[src/rtl/sdfa_sram_ctrl_pkg.sv]
// Shared geometry and FSM encoding for the 80-neuron weight SRAM controller.
package sdfa_sram_ctrl_pkg;

    localparam int NUMBER_OF_BANK = 10;
    localparam int BANK_BIT       = 112;
    localparam int MEM_SIZE_BIT   = 8;
    localparam int ROWS_W         = MEM_SIZE_BIT + 1;
    localparam int BANK_CNT_W     = 4;
    localparam int DIN_W          = NUMBER_OF_BANK * BANK_BIT;

    typedef enum logic [1:0] {
        IDLE = 2'd0,
        LOAD = 2'd1,
        DONE = 2'd2
    } state_e;

endpackage

[src/rtl/sdfa_sram_ctrl.sv]
// Weight SRAM controller: streams bank-wide load beats into rows, serves
// single-row reads, and stalls the load whenever a read targets the row being filled.
module sdfa_sram_ctrl
    import sdfa_sram_ctrl_pkg::*;
#(
    parameter int RD_LAT = 1
) (
    input  logic                      CLK,
    input  logic                      RSTN,
    input  logic                      RD_REQ,
    input  logic [MEM_SIZE_BIT-1:0]   RD_ADDR,
    output logic                      RD_VALID,
    input  logic                      LOAD_START,
    input  logic [MEM_SIZE_BIT-1:0]   LOAD_BASE,
    input  logic [ROWS_W-1:0]         LOAD_ROWS,
    input  logic                      LOAD_ABORT,
    input  logic                      WR_VALID,
    output logic                      WR_READY,
    input  logic [BANK_BIT-1:0]       WR_DATA,
    output logic                      BUSY,
    output logic                      LOAD_DONE,
    output logic                      SRAM_EN_M,
    output logic [NUMBER_OF_BANK-1:0] SRAM_WE,
    output logic [MEM_SIZE_BIT-1:0]   SRAM_ADDR,
    output logic [MEM_SIZE_BIT-1:0]   SRAM_ADDR_WRITE,
    output logic [DIN_W-1:0]          SRAM_DIN
);

    // Bank 0 lives at the MSB of both WE and DIN.
    localparam logic [NUMBER_OF_BANK-1:0] WE_BANK0  = NUMBER_OF_BANK'(1) << (NUMBER_OF_BANK - 1);
    localparam logic [BANK_CNT_W-1:0]     BANK_LAST = BANK_CNT_W'(NUMBER_OF_BANK - 1);

    state_e                      state_q;
    logic [MEM_SIZE_BIT-1:0]     row_ptr_q;
    logic [ROWS_W-1:0]           rows_left_q;
    logic [BANK_CNT_W-1:0]       bank_cnt_q;
    logic [NUMBER_OF_BANK-1:0]   we_q;
    logic [MEM_SIZE_BIT-1:0]     addr_w_q;
    logic [MEM_SIZE_BIT-1:0]     addr_r_q;
    logic [DIN_W-1:0]            din_q;
    logic                        en_q;
    logic [RD_LAT:0]             vld_pipe_q;

    logic rd_hit;
    logic beat;

    assign rd_hit   = RD_REQ && (RD_ADDR == row_ptr_q);
    assign WR_READY = (state_q == LOAD) && !LOAD_ABORT && !rd_hit;
    assign beat     = WR_VALID && WR_READY;

    always_ff @(posedge CLK or negedge RSTN) begin
        if (!RSTN) begin
            state_q     <= IDLE;
            row_ptr_q   <= '0;
            rows_left_q <= '0;
            bank_cnt_q  <= '0;
        end else begin
            case (state_q)
                IDLE: begin
                    if (LOAD_START) begin
                        row_ptr_q   <= LOAD_BASE;
                        rows_left_q <= LOAD_ROWS;
                        bank_cnt_q  <= '0;
                        state_q     <= (LOAD_ROWS == '0) ? DONE : LOAD;
                    end
                end
                LOAD: begin
                    if (LOAD_ABORT) begin
                        state_q <= IDLE;
                    end else if (beat) begin
                        if (bank_cnt_q == BANK_LAST) begin
                            bank_cnt_q  <= '0;
                            row_ptr_q   <= row_ptr_q + MEM_SIZE_BIT'(1);
                            rows_left_q <= rows_left_q - ROWS_W'(1);
                            if (rows_left_q == ROWS_W'(1)) state_q <= DONE;
                        end else begin
                            bank_cnt_q <= bank_cnt_q + BANK_CNT_W'(1);
                        end
                    end
                end
                DONE:    state_q <= IDLE;
                default: state_q <= IDLE;
            endcase
        end
    end

    // SRAM-side registers: WE pulses per accepted beat, address/data hold between writes.
    always_ff @(posedge CLK or negedge RSTN) begin
        if (!RSTN) begin
            we_q       <= '0;
            addr_w_q   <= '0;
            addr_r_q   <= '0;
            din_q      <= '0;
            en_q       <= 1'b0;
            vld_pipe_q <= '0;
        end else begin
            we_q       <= '0;
            en_q       <= RD_REQ || beat;
            vld_pipe_q <= {vld_pipe_q[RD_LAT-1:0], RD_REQ};
            if (beat) begin
                we_q     <= WE_BANK0 >> bank_cnt_q;
                addr_w_q <= row_ptr_q;
                din_q    <= {NUMBER_OF_BANK{WR_DATA}};
            end
            if (RD_REQ) addr_r_q <= RD_ADDR;
        end
    end

    assign BUSY            = (state_q == LOAD);
    assign LOAD_DONE       = (state_q == DONE);
    assign RD_VALID        = vld_pipe_q[RD_LAT];
    assign SRAM_EN_M       = en_q;
    assign SRAM_WE         = we_q;
    assign SRAM_ADDR       = addr_r_q;
    assign SRAM_ADDR_WRITE = addr_w_q;
    assign SRAM_DIN        = din_q;

endmodule

[config.mk]
export PLATFORM = sky130hd
export DESIGN_NAME = sdfa_sram_ctrl
export DESIGN_NICKNAME = d
export VERILOG_FILES = /design/src/rtl/sdfa_sram_ctrl_pkg.sv /design/src/rtl/sdfa_sram_ctrl.sv
export SDC_FILE = /design/constraint.sdc
export NUM_CORES = 1
export LEC_CHECK = 0
export CAP_MARGIN = 30
export CORE_AREA = 2 2 498 500
export CTS_CLUSTER_DIAMETER = 30
export DETAILED_ROUTE_END_ITERATION = 7
export DIE_AREA = 0 0 500 502
export PLACE_DENSITY = 0.3
export SLEW_MARGIN = 20
export SYNTH_ARGS = -nofsm -noshare
export SYNTH_HDL_FRONTEND = slang
export SYNTH_SLANG_ARGS = --single-unit
[constraint.sdc]
create_clock -name CLK -period 2.1 [get_ports CLK]
set_input_delay 0.42 -clock CLK [delete_from_list [all_inputs] [get_ports CLK]]
set_output_delay 0.42 -clock CLK [all_outputs]
set_load 0.03 [all_outputs]
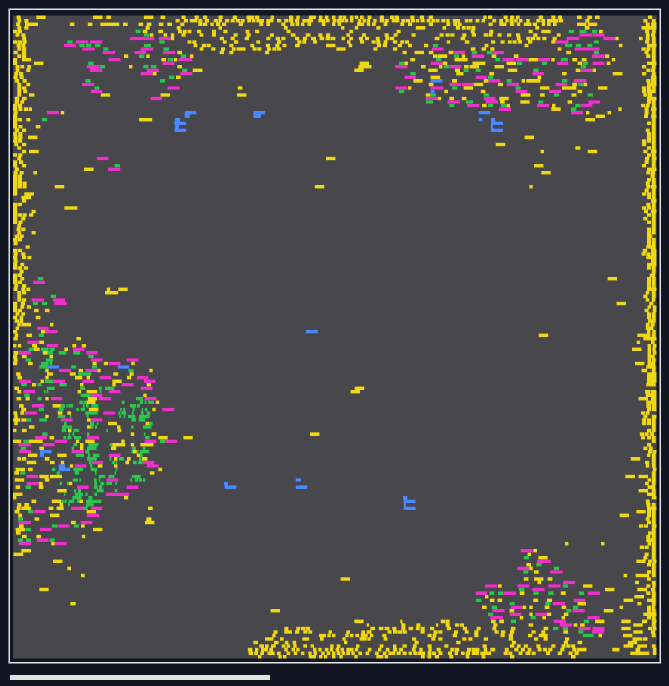
Fig. 1. Cell classes on the final placement (run 1).
Bar = 200 um. Fill, decap, tap and diode cells in grey.
Blue stands for clock drivers and dummy loads, cells 31. Magenta stands for sequential cells, cells 164. Green stands for combinational and other logic, cells 312. Yellow stands for remaining buffers and delay cells, cells 1477.

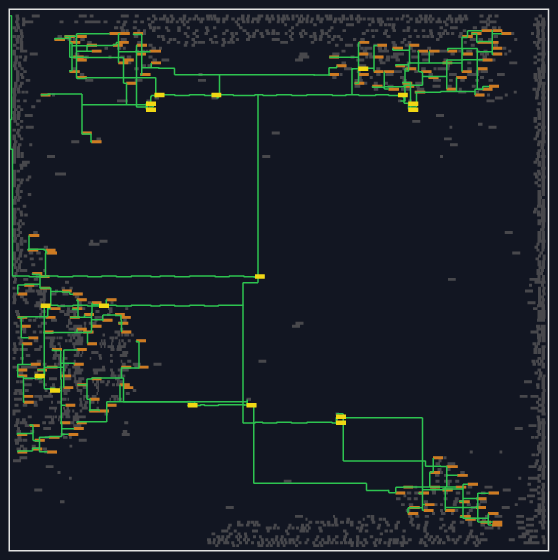
Fig. 2. Routed clock nets over the placement (run 1).
Green stands for clock wires, length 5530 um. Orange stands for flip-flops, count 164. Yellow stands for clock drivers, count 17.
Position of the flops: all over the die.

==> metrics.cfg, run 1 <==
[status]
violations=setup timing
status=finished, violations left

[synth]
syn_area_per_cell_um2=9.498
synth-async-reset-ratio_pct=100.0
edf_count=0
logic_family=buffers and inverters
ys.flops=164
netlist-cell-type-count=45
ys_sh_adder_pct=0.4354
yosysTopAreaCellShare_pct=52.66
mux_area_share_pct=10.10
synthSimpleGateAreaFrac_pct=3.640
xor_area_share_pct=0.6530
yosysWarnings=0
ys_sh_aoi_pct=2.673
synth_area_um2=14370
yosys_area_um2=14370
ys_top_cells_by_area=buf_4 (53%), dfrtp_1 (29%), mux2_2 (10%)
syn_inst=1513
netlist_top_cells_count=buf_4 (1008), dfrtp_1 (164), mux2_2 (128), nand2_1 (27), buf_2 (18)
most_common_cell=buf_4
yosys_cells=1513
ff_type=dfrtp_1
synth_seq_share_pct=28.56
top_area_cell=buf_4
synth_nets=1661

[drt]
drcViolationCount=0
wl_per_cell_um=18.20
vias=11182
ant_nets=0
avgViaCountPerCell=2.141
dr.first_iter.drc_count=408
drt_wl_total_um=95060
drt_first_pass_iters=4

[sta]
slew_violations=0
rsz0062_at_grt=true
finalClockSkew_ns=0.04170
maxSlewHeadroom_pct=67.51
fmax_ghz=0.4464
period_used_pct=106.7
finalSetupViolCount=110
worst_slew_pin_slew_ns=0.4873
hold_viol=0
post-route-min-period_ns=2.240
finalWorstSetupSlack_ns=-0.1401

[grt]
grt.met3_usage_pct=2.258
grtUsageTotal_pct=7.108
grt_pass1_vias=10827
overflow=0
busiest_layer=met2
grt_max_degree=53
grt_pass1_wl_um=115100
grtUsageMet2_pct=11.92
antenna_found_initial=26
grtUsageMet1_pct=8.579

[setup_path]
crit_type=input pin to output port
crit_fanout=11
worstSetupStartpointType=input pin
startpoint=RD_REQ
worstPathArrival_ns=1.82
crit-reg2reg-launch=row_ptr_q[5]
end_kind=output port
r2r_slack_ns=-0.13
required_ns=1.68
r2r_cells=7
timing.rr.end=row_ptr_q[6]

[run]
warnings=31
drv_cap=0

[place]
dpl_worst_slack_ns=-0.7389
port_buffers=1293
place_area_um2=25410
place_hpwl_um=78920
gp_congestion=0.7083

[die]
io-pin-count=1294
chip_area_um2=251000
die_w_um=500
fp_util_pct=5.859
fp.dieH_um=502

[cts]
clock_sinks=164
cts_max_level=4
clk_path_buf_depth=2
root_buffer=clkbuf_16
clk_pin_slew_ns=0.10
cts_tree=built
cts_inserted_buffers=17
clk_latency_ns=0.54

[worst_hold_path]
hold_path.class=input pin to async pin

[layout]
drive_gt1_share_pct=40.78
fill_cells=28427
fin_nets=2120
area_delta_synth_final_pct=80.80
stdcell_area_um2=25980

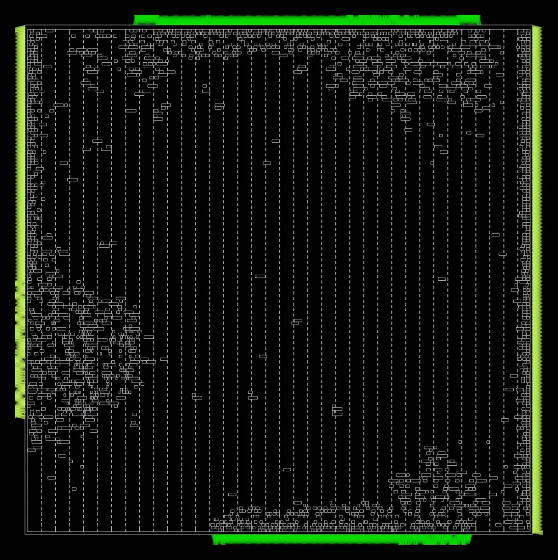
Fig. 3. Cell placement (run 1).
FF+latch count: 164
Cell Rows: 182
tap cells: 3220
Seq area share: 16.09%
core area: 245300 um^2

==> run 1: repair_timing <==
action                                 4_1_cts  5_1_grt
endpoints found under the hold margin       14        0
gates resized                             1047       58
hold buffers                                 1        0
setup endpoints to repair                 1019      163
gates cloned                                10        0
buffers inserted                            15        3
pin swaps                                   29       17
==> run 1: logic make-up after synthesis <==
family                   count (synthesis)
adder cells (fa/ha/maj)                  5
buffers and inverters                 1047
AND-OR/OR-AND                           59
XOR/XNOR                                 9
multiplexers                           129
AND/OR/NAND/NOR                        100
flip-flops                             164
==> run 1: stage by stage <==
step,TNS [ns],hold slack [ns],util (%),instances
CTS,-9.930,0.2979,10.54,5206
detailed placement,-91.64,0.3312,10.36,5151
global placement,-94.17,0.3287,10.36,5151
finish,-6.271,0.3574,10.59,5222
global route,-23.40,0.3196,10.58,5208
floorplan,0,0.1244,-,1513
==> run 1: area by class of cell <==
type                            count  area (um^2)  share of cell area (%)
Antenna cell                       18        45.04                  0.1734
Clock buffer                       19        442.9                   1.705
Clock inverter                     12        116.4                  0.4479
Inverter                            9        37.54                  0.1445
Multi-Input combinational cell    303         2813                   10.83
Sequential cell                   164         4180                   16.09
Tap cell                         3220         4029                   15.51
Timing Repair Buffer             1477        14320                   55.11
==> run 1: layer usage <==
layer / vias to the layer above / wire [um]
met5: - / 24
met4: 4 / 2142
met3: 53 / 7794
met2: 797 / 46300
met1: 5515 / 38790
li1: 4813 / -
==> run 1: cell usage in the layout (no fill, tap or decap), drive strengths merged, types with 4 or more instances in the layout <==
cell type,instances
clkinv,5
a31oi,7
xnor2,8
mux2,128
dfrtp,164
buf,505
nand2b,7
nor3,11
diode,18
dlymetal6s2s,4
clkdlybuf4s50,149
ha,5
inv,16
o211ai,5
clkdlybuf4s15,83
a21oi,14
clkbuf,22
or4,5
nand4,6
o21ai,13
nand3,16
o2bb2ai,4
dlygate4sd2,732
nor4,5
nand2,27
nor2,11
==> run 1: registers in the layout (all words and copies together), names as in the netlist <==
signal,flops
SRAM_ADDR,8
SRAM_DIN,112
state_q,2
SRAM_ADDR_WRITE,8
bank_cnt_q,4
SRAM_WE,10
vld_pipe_q,2
rows_left_q,9
row_ptr_q,8
SRAM_EN_M,1
==> run 1: worst max-delay path by stage <==
stage | cells past startpoint | to
2_1_floorplan | 8 | rows_left_q[2]
3_3_place_gp | 8 | SRAM_DIN[1092]
3_5_place_dp | 8 | SRAM_DIN[1093]
4_1_cts | 6 | WR_READY
5_1_grt | 9 | SRAM_DIN[1094]
6_report | 7 | WR_READY
==> run 1: worst max-delay path, stage by stage <==
cell,delay [ns]
clkdlybuf4s50_1,0.51
buf_12,0.14
buf_12,0.14
nand4_1,0.16
nor3_4,0.22
nor3_4,0.06
buf_6,0.14
Fig. 4: run 1, PDN straps and rails
Pins as bars on the die edge. Tap cells in grey.
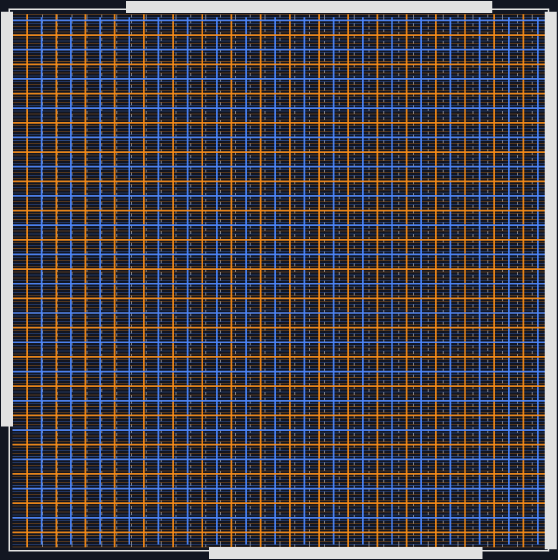

--- run 2 (diff from run 1) ---
--- a/config.mk
+++ b/config.mk
@@ -5,13 +5,14 @@
 export SDC_FILE = /design/constraint.sdc
 export NUM_CORES = 1
 export LEC_CHECK = 0
+export ABC_AREA = 1
 export CAP_MARGIN = 30
-export CORE_AREA = 2 2 498 500
+export CORE_AREA = 2 2 503 505
 export CTS_CLUSTER_DIAMETER = 30
 export DETAILED_ROUTE_END_ITERATION = 7
-export DIE_AREA = 0 0 500 502
+export DIE_AREA = 0 0 505 507
 export PLACE_DENSITY = 0.3
-export SLEW_MARGIN = 20
+export SLEW_MARGIN = 30
 export SYNTH_ARGS = -nofsm -noshare
 export SYNTH_HDL_FRONTEND = slang
 export SYNTH_SLANG_ARGS = --single-unit
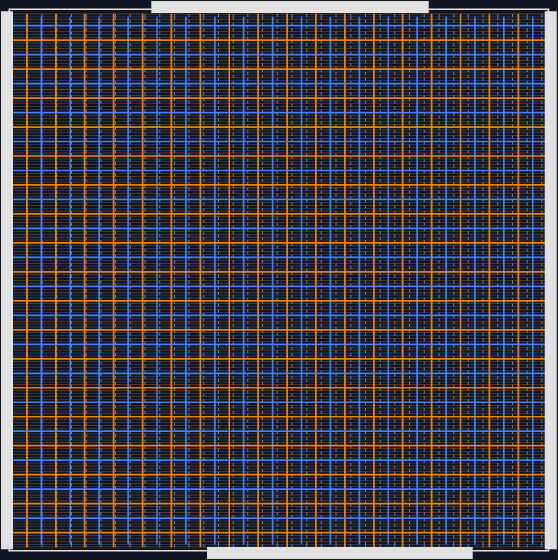
Fig. 5. PDN straps and rails (run 2).
Pins as bars on the die edge. Tap cells in grey.
Blue stands for VDD. Orange stands for VSS.
36 straps on met4. 36 straps on met5. 3348 tap cells. 185 met1 rails follow the rows.

==> metrics.cfg, run 2 <==
[status]
status=finished, violations left
violations=setup timing

[synth]
ys_sh_aoi_pct=5.407  ; +2.7 points
synth_nets=1985  ; +20%
netlist-cell-type-count=34  ; -24%
yosys_cells=1837  ; +21%
edf_count=0  ; unchanged
syn_inst=1837  ; +21%
ys.flops=164  ; unchanged
synth_area_um2=14650  ; +1.9%
synth-async-reset-ratio_pct=100.0  ; unchanged
synthSimpleGateAreaFrac_pct=8.926  ; +5.3 points
yosysTopAreaCellShare_pct=51.87  ; -0.79 points
top_area_cell=buf_4
synth_seq_share_pct=28.02  ; -0.54 points
mux_area_share_pct=0  ; -10 points

[sta]
fmax_ghz=0.4184  ; -6.3%
whs_ns=0.3405  ; -0.01696 ns
finalSetupViolCount=1  ; -99%
hold_viol=0  ; unchanged
finalWorstSetupSlack_ns=-0.2898  ; -0.1497 ns
post-route-min-period_ns=2.390  ; +0.1497 ns
period_used_pct=113.8  ; +7.1 points
maxSlewHeadroom_pct=66.97  ; -0.54 points
slew_violations=0  ; unchanged

[die]
die_w_um=505  ; +1.0%
fp.dieH_um=507  ; +1.0%
fp_util_pct=5.848  ; -0.011 points
chip_area_um2=256000  ; +2.0%
io-pin-count=1294  ; unchanged
num_rows=184  ; +1.1%

[place]
place_hpwl_um=81140  ; +2.8%
gp_congestion=0.7011  ; -1.0%
port_buffers=1293  ; unchanged

[run]
drv_cap=0  ; unchanged

[cts]
root_buffer=clkbuf_16
cts_inserted_buffers=17  ; unchanged
clock_sinks=164  ; unchanged
cts_tree=built
cts_max_level=4  ; unchanged
clk_pin_slew_ns=0.10  ; about the same
clk_latency_ns=0.54  ; about the same
clk_path_buf_depth=2  ; unchanged

[setup_path]
r2r_cells=13  ; +6
cpPeakStageDelay_ns=0.41  ; -0.10 ns
startpoint=row_ptr_q[4]
crit_type=flop to output port
worstPathArrival_ns=1.97  ; +0.15 ns
slowest_stage=dfrtp_1
path_cells=inv_2 > nand2_1 > nor3b_2 > buf_4 > buf_4 > a31oi_4 > buf_12 > buf_12
worstSetupStartpointType=flop
worst-path-buf-inv=5  ; +1
critical_path_cell_count=8  ; +1

[drt]
ant_nets=0  ; unchanged
avgViaCountPerCell=2.155  ; +0.66%
wl_per_cell_um=17.03  ; -6.5%

[layout]
area_delta_synth_final_pct=77.99
drive_gt1_share_pct=32.59  ; -8.2 points
fin_nets=2473  ; +17%
comb_area_um2=2276  ; -19%
final_common_cell=dlygate4sd2_1
fill_cells=29234  ; +2.8%
layout_top_cells=dlygate4sd2_1 (602), buf_4 (496), nand2_1 (230)
regArea_um2=4133  ; -1.1%

[grt]
grt_pass1_vias=11865  ; +9.6%
antenna_found_initial=23  ; -12%
grt_max_degree=39  ; -26%
overflow=0  ; unchanged

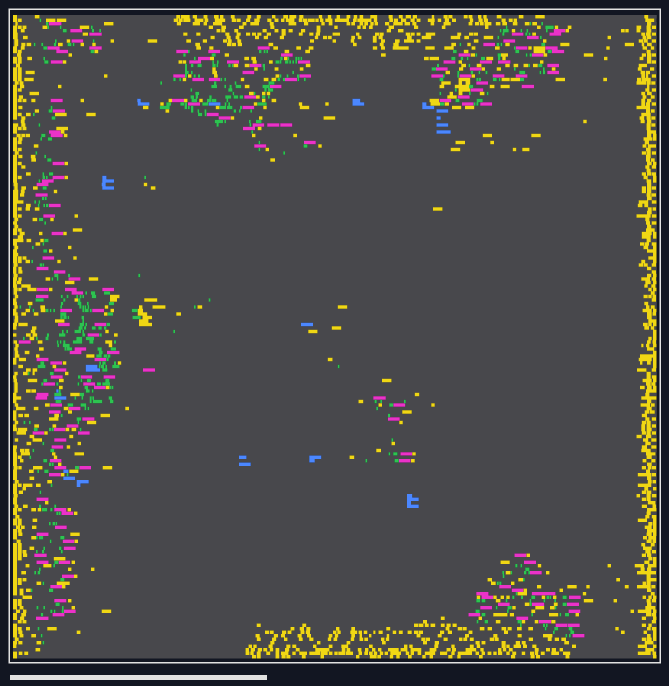
Fig. 6. Cell classes on the final placement (run 2).
Bar = 200 um. Fill, decap, tap and diode cells in grey.
Blue stands for clock drivers and dummy loads, cells 32. Green stands for combinational and other logic, cells 629. Magenta stands for sequential cells, cells 164. Yellow stands for remaining buffers and delay cells, cells 1513.

## run 2: what timing repair did
item,CTS,global route
buffers inserted,2,12
hold buffers,1,0
gates resized,1011,29
setup endpoints to repair,815,122
cloned,1,8
hold endpoints to repair,30,0
## run 2: layout make-up
class,instances,share of cell area [%]
Timing Repair Buffer,1513,54.71
Tap cell,3348,16.07
Sequential cell,164,15.85
Multi-Input combinational cell,479,8.730
Inverter,150,2.160
Clock buffer,17,1.632
Clock inverter,15,0.7295
Antenna cell,12,0.1152
## run 2: cells by family (layout without fill, tap and decap cells)
logic type	after synthesis	count (layout)
other	0	12
DFF	164	164
adders and majority gates	5	5
and+or+nand+nor	311	311
xor gates and xnor gates	7	7
buffers and inverters	1194	1695
AOI/OAI and AO/OA	156	156
## run 2: routing by layer
metal | part of all wire [%] | global-route usage, % | vias up | routed length [um]
met1 | 42 | 8.501 | 5787 | 40300
li1 | - | - | 5583 | -
met3 | 7.7 | 2.113 | 46 | 7515
met5 | 0.047 | 0 | - | 46
met2 | 49 | 12.27 | 858 | 47800
met4 | 1.4 | 1.593 | 8 | 1359
## run 2: worst paths after layout
kind	endpoint	slack, ns
max reg2reg	SRAM_DIN[1067]	0.13
min in group asynchronous	SRAM_WE[0]	0.39
max	WR_READY	-0.29
max in group asynchronous	SRAM_ADDR_WRITE[5]	1.06
min reg2reg	vld_pipe_q[1]	0.34
min	vld_pipe_q[1]	0.34
## run 2: per-stage QoR
stage | util, % | TNS (ns) | area (um^2) | cells | worst slack (ns)
6_report | 10.41 | -0.2898 | 26070 | 5698 | -0.2898
5_1_grt | 10.40 | -0.5806 | 26040 | 5687 | -0.4729
4_1_cts | 10.26 | -0.5581 | 25710 | 5667 | -0.4604
3_5_place_dp | 10.25 | -54.87 | 25670 | 5631 | -0.4488
3_3_place_gp | 10.25 | -56.37 | 25670 | 5631 | -0.4653
2_1_floorplan | - | 0 | 14650 | 1837 | 0.4182
--- run 3 (diff from run 2) ---
--- a/config.mk
+++ b/config.mk
@@ -6,7 +6,7 @@
 export NUM_CORES = 1
 export LEC_CHECK = 0
 export ABC_AREA = 1
-export CAP_MARGIN = 30
+export CAP_MARGIN = 0
 export CORE_AREA = 2 2 503 505
 export CTS_CLUSTER_DIAMETER = 30
 export DETAILED_ROUTE_END_ITERATION = 7
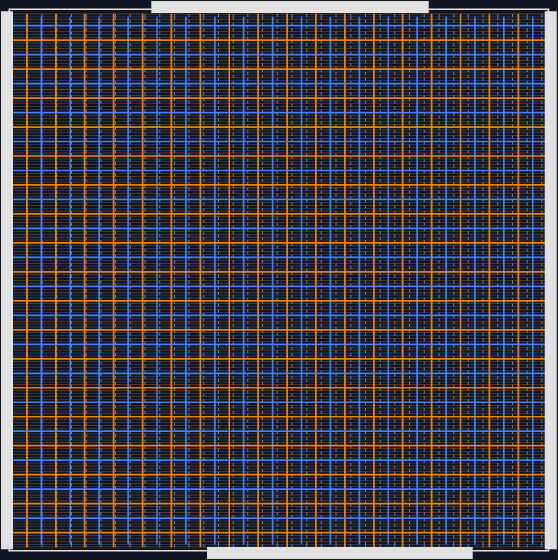
Fig. 7. PDN straps and rails (run 3).
Pins as bars on the die edge. Tap cells in grey.
Orange stands for VSS. Blue stands for VDD.
36 straps on met4. 3348 tap cells.

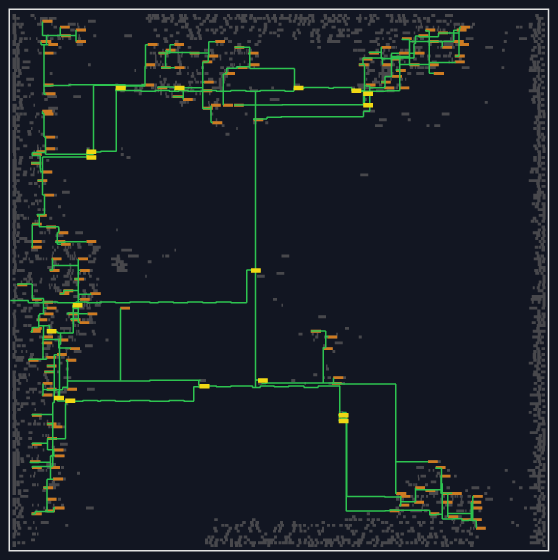
Fig. 8. Routed clock nets over the placement (run 3).
Green stands for clock wires, length 5350 um. Orange stands for flip-flops, count 164. Yellow stands for clock drivers, count 17.
There are 18 routed clock nets. Position of the flops: all over the die.

==> metrics.cfg, run 3 <==
[status]
status=finished, violations left
violations=setup timing

[cts]
cts_inserted_buffers=17  ; unchanged
clk_pin_slew_ns=0.10  ; about the same
root_buffer=clkbuf_16
clk_latency_ns=0.54  ; about the same
clk_path_buf_depth=2  ; unchanged
cts_max_level=4  ; unchanged
clock_sinks=164  ; unchanged
cts_tree=built

[synth]
netlist-cell-type-count=34  ; unchanged
synth_nets=1985  ; unchanged
yosys_cells=1837  ; unchanged
synth_area_um2=14650  ; unchanged
yosysTopAreaCellShare_pct=51.87  ; unchanged
netlist_top_cells_count=buf_4 (1012), nand2_1 (232), dfrtp_1 (164), inv_1 (145), o21ai_1 (126)
syn_inst=1837  ; unchanged
top_area_cell=buf_4
syn_area_per_cell_um2=7.974
synth-async-reset-ratio_pct=100.0  ; unchanged
ys_top_cells_by_area=buf_4 (52%), dfrtp_1 (28%), nand2_1 (5.9%)
yosysWarnings=0
edf_count=0  ; unchanged
yosys_area_um2=14650
most_common_cell=buf_4
ff_type=dfrtp_1
ys.flops=164  ; unchanged
synth_seq_share_pct=28.02  ; unchanged

[sta]
finalWorstSetupSlack_ns=-0.2898  ; unchanged
maxSlewHeadroom_pct=66.97  ; unchanged
hold_viol=0  ; unchanged
finalClockSkew_ns=0.01908
post-route-min-period_ns=2.390  ; unchanged
rsz0062_at_grt=true
period_used_pct=113.8  ; unchanged
worst_slew_pin_slew_ns=0.4954
finalSetupViolCount=1  ; unchanged
fmax_ghz=0.4184  ; unchanged
slew_violations=0  ; unchanged

[grt]
grt_max_degree=39  ; unchanged
antenna_found_initial=23  ; unchanged
grtUsageTotal_pct=7.065
grt_pass1_vias=11865  ; unchanged
overflow=0  ; unchanged
grt_pass1_wl_um=118800

[drt]
wl_per_cell_um=17.03  ; unchanged
m1WireLength_um=40300  ; unchanged
drt_wl_total_um=97010
ant_nets=0  ; unchanged
route.met2.wl_um=47800  ; unchanged
drcViolationCount=0
dr.first_iter.drc_count=513
avgViaCountPerCell=2.155  ; unchanged
drt_first_pass_iters=5
vias=12282
top_layer=met5
wl_met3_um=7515  ; unchanged

[setup_path]
slowest_stage=dfrtp_1
crit_type=flop to output port
required_ns=1.68
r2r_slack_ns=0.13  ; about the same
path_cells=inv_2 > nand2_1 > nor3b_2 > buf_4 > buf_4 > a31oi_4 > buf_12 > buf_12
end_kind=output port
crit_fanout=3
worstPathArrival_ns=1.97  ; about the same
cpPeakStageDelay_ns=0.41  ; about the same
worstSetupStartpointType=flop

[run]
warnings=30
drv_cap=0  ; unchanged

[die]
core_area_um2=250500
die_w_um=505  ; unchanged
io-pin-count=1294  ; unchanged
num_rows=184  ; unchanged
fp.dieH_um=507  ; unchanged
chip_area_um2=256000  ; unchanged
fp_util_pct=5.848  ; unchanged

[layout]
fin_cells=5698  ; unchanged
drive_gt1_share_pct=32.59  ; unchanged
final_common_cell=dlygate4sd2_1
stdcell_area_um2=26070  ; unchanged
layout_top_cells=dlygate4sd2_1 (602), buf_4 (496), nand2_1 (230)
fill_cells=29234  ; unchanged
fin_nets=2473  ; unchanged
area_delta_synth_final_pct=77.99  ; unchanged
largest_reg_flops=112

[place]
place_hpwl_um=81140  ; unchanged
port_buffers=1293  ; unchanged
gp_congestion=0.7011  ; unchanged
place_area_um2=25670  ; unchanged
place_inst=5631  ; unchanged

[worst_hold_path]
hold_path.class=flop to flop

## run 3: layer usage
metal | GRT usage [%] | vias to the layer above
li1 | - | 5583
met1 | 8.501 | 5787
met2 | 12.27 | 858
met3 | 2.113 | 46
met4 | 1.593 | 8
met5 | 0 | -
## run 3: path summary, 6_finish.rpt
check | startpoint | end | cells past startpoint
setup / recovery | row_ptr_q[4] | WR_READY | 8
hold / removal | vld_pipe_q[0] | vld_pipe_q[1] | 0
setup reg to reg | row_ptr_q[4] | SRAM_DIN[1067] | 13
hold reg to reg | vld_pipe_q[0] | vld_pipe_q[1] | 0
max in group asynchronous | RSTN | SRAM_ADDR_WRITE[5] | 3
min in group asynchronous | RSTN | SRAM_WE[0] | 2
## run 3: worst max-delay path: cells and delay by family (launching register included)
kind / cells / cell delay (ns)
compound gates: 1 / 0.20
buf+inv: 5 / 0.65
flops: 1 / 0.41
simple gates: 2 / 0.18
## run 3: kinds of logic (layout without fill, tap and decap cells)
family                     after synthesis  in the layout  share of synthesized area, %
buffers and inverters                 1194           1695                         56.80
and+or+nand+nor                        311            311                         8.926
DFF                                    164            164                         28.02
AOI/OAI and AO/OA                      156            156                         5.407
xor gates and xnor gates                 7              7                        0.4186
adders and majority gates                5              5                        0.4271
other                                    0             12                             0
## run 3: final cells by class
type,instances,area (um^2),share of cell area (%)
Sequential cell,164,4133,15.85
Clock buffer,17,425.4,1.632
Clock inverter,15,190.2,0.7295
Multi-Input combinational cell,479,2276,8.730
Inverter,150,563.0,2.160
Tap cell,3348,4189,16.07
Antenna cell,12,30.03,0.1152
Timing Repair Buffer,1513,14260,54.71
## run 3: repair_timing
item / in CTS / in global routing
cloned: 1 / 8
buffers inserted: 2 / 12
endpoints found under the setup margin: 815 / 122
hold endpoints to repair: 30 / 0
hold buffers: 1 / 0
resized: 1011 / 29
pin swaps: 0 / 0
## run 3: stage by stage
stage	setup TNS, ns	hold WS [ns]	worst slack, ns	utilization [%]
finish	-0.2898	0.3405	-0.2898	10.41
CTS	-0.5581	0.3275	-0.4604	10.26
global placement	-56.37	0.3399	-0.4653	10.25
global route	-0.5806	0.3325	-0.4729	10.40
floorplan	0	0.1244	0.4182	-
detailed placement	-54.87	0.3363	-0.4488	10.25
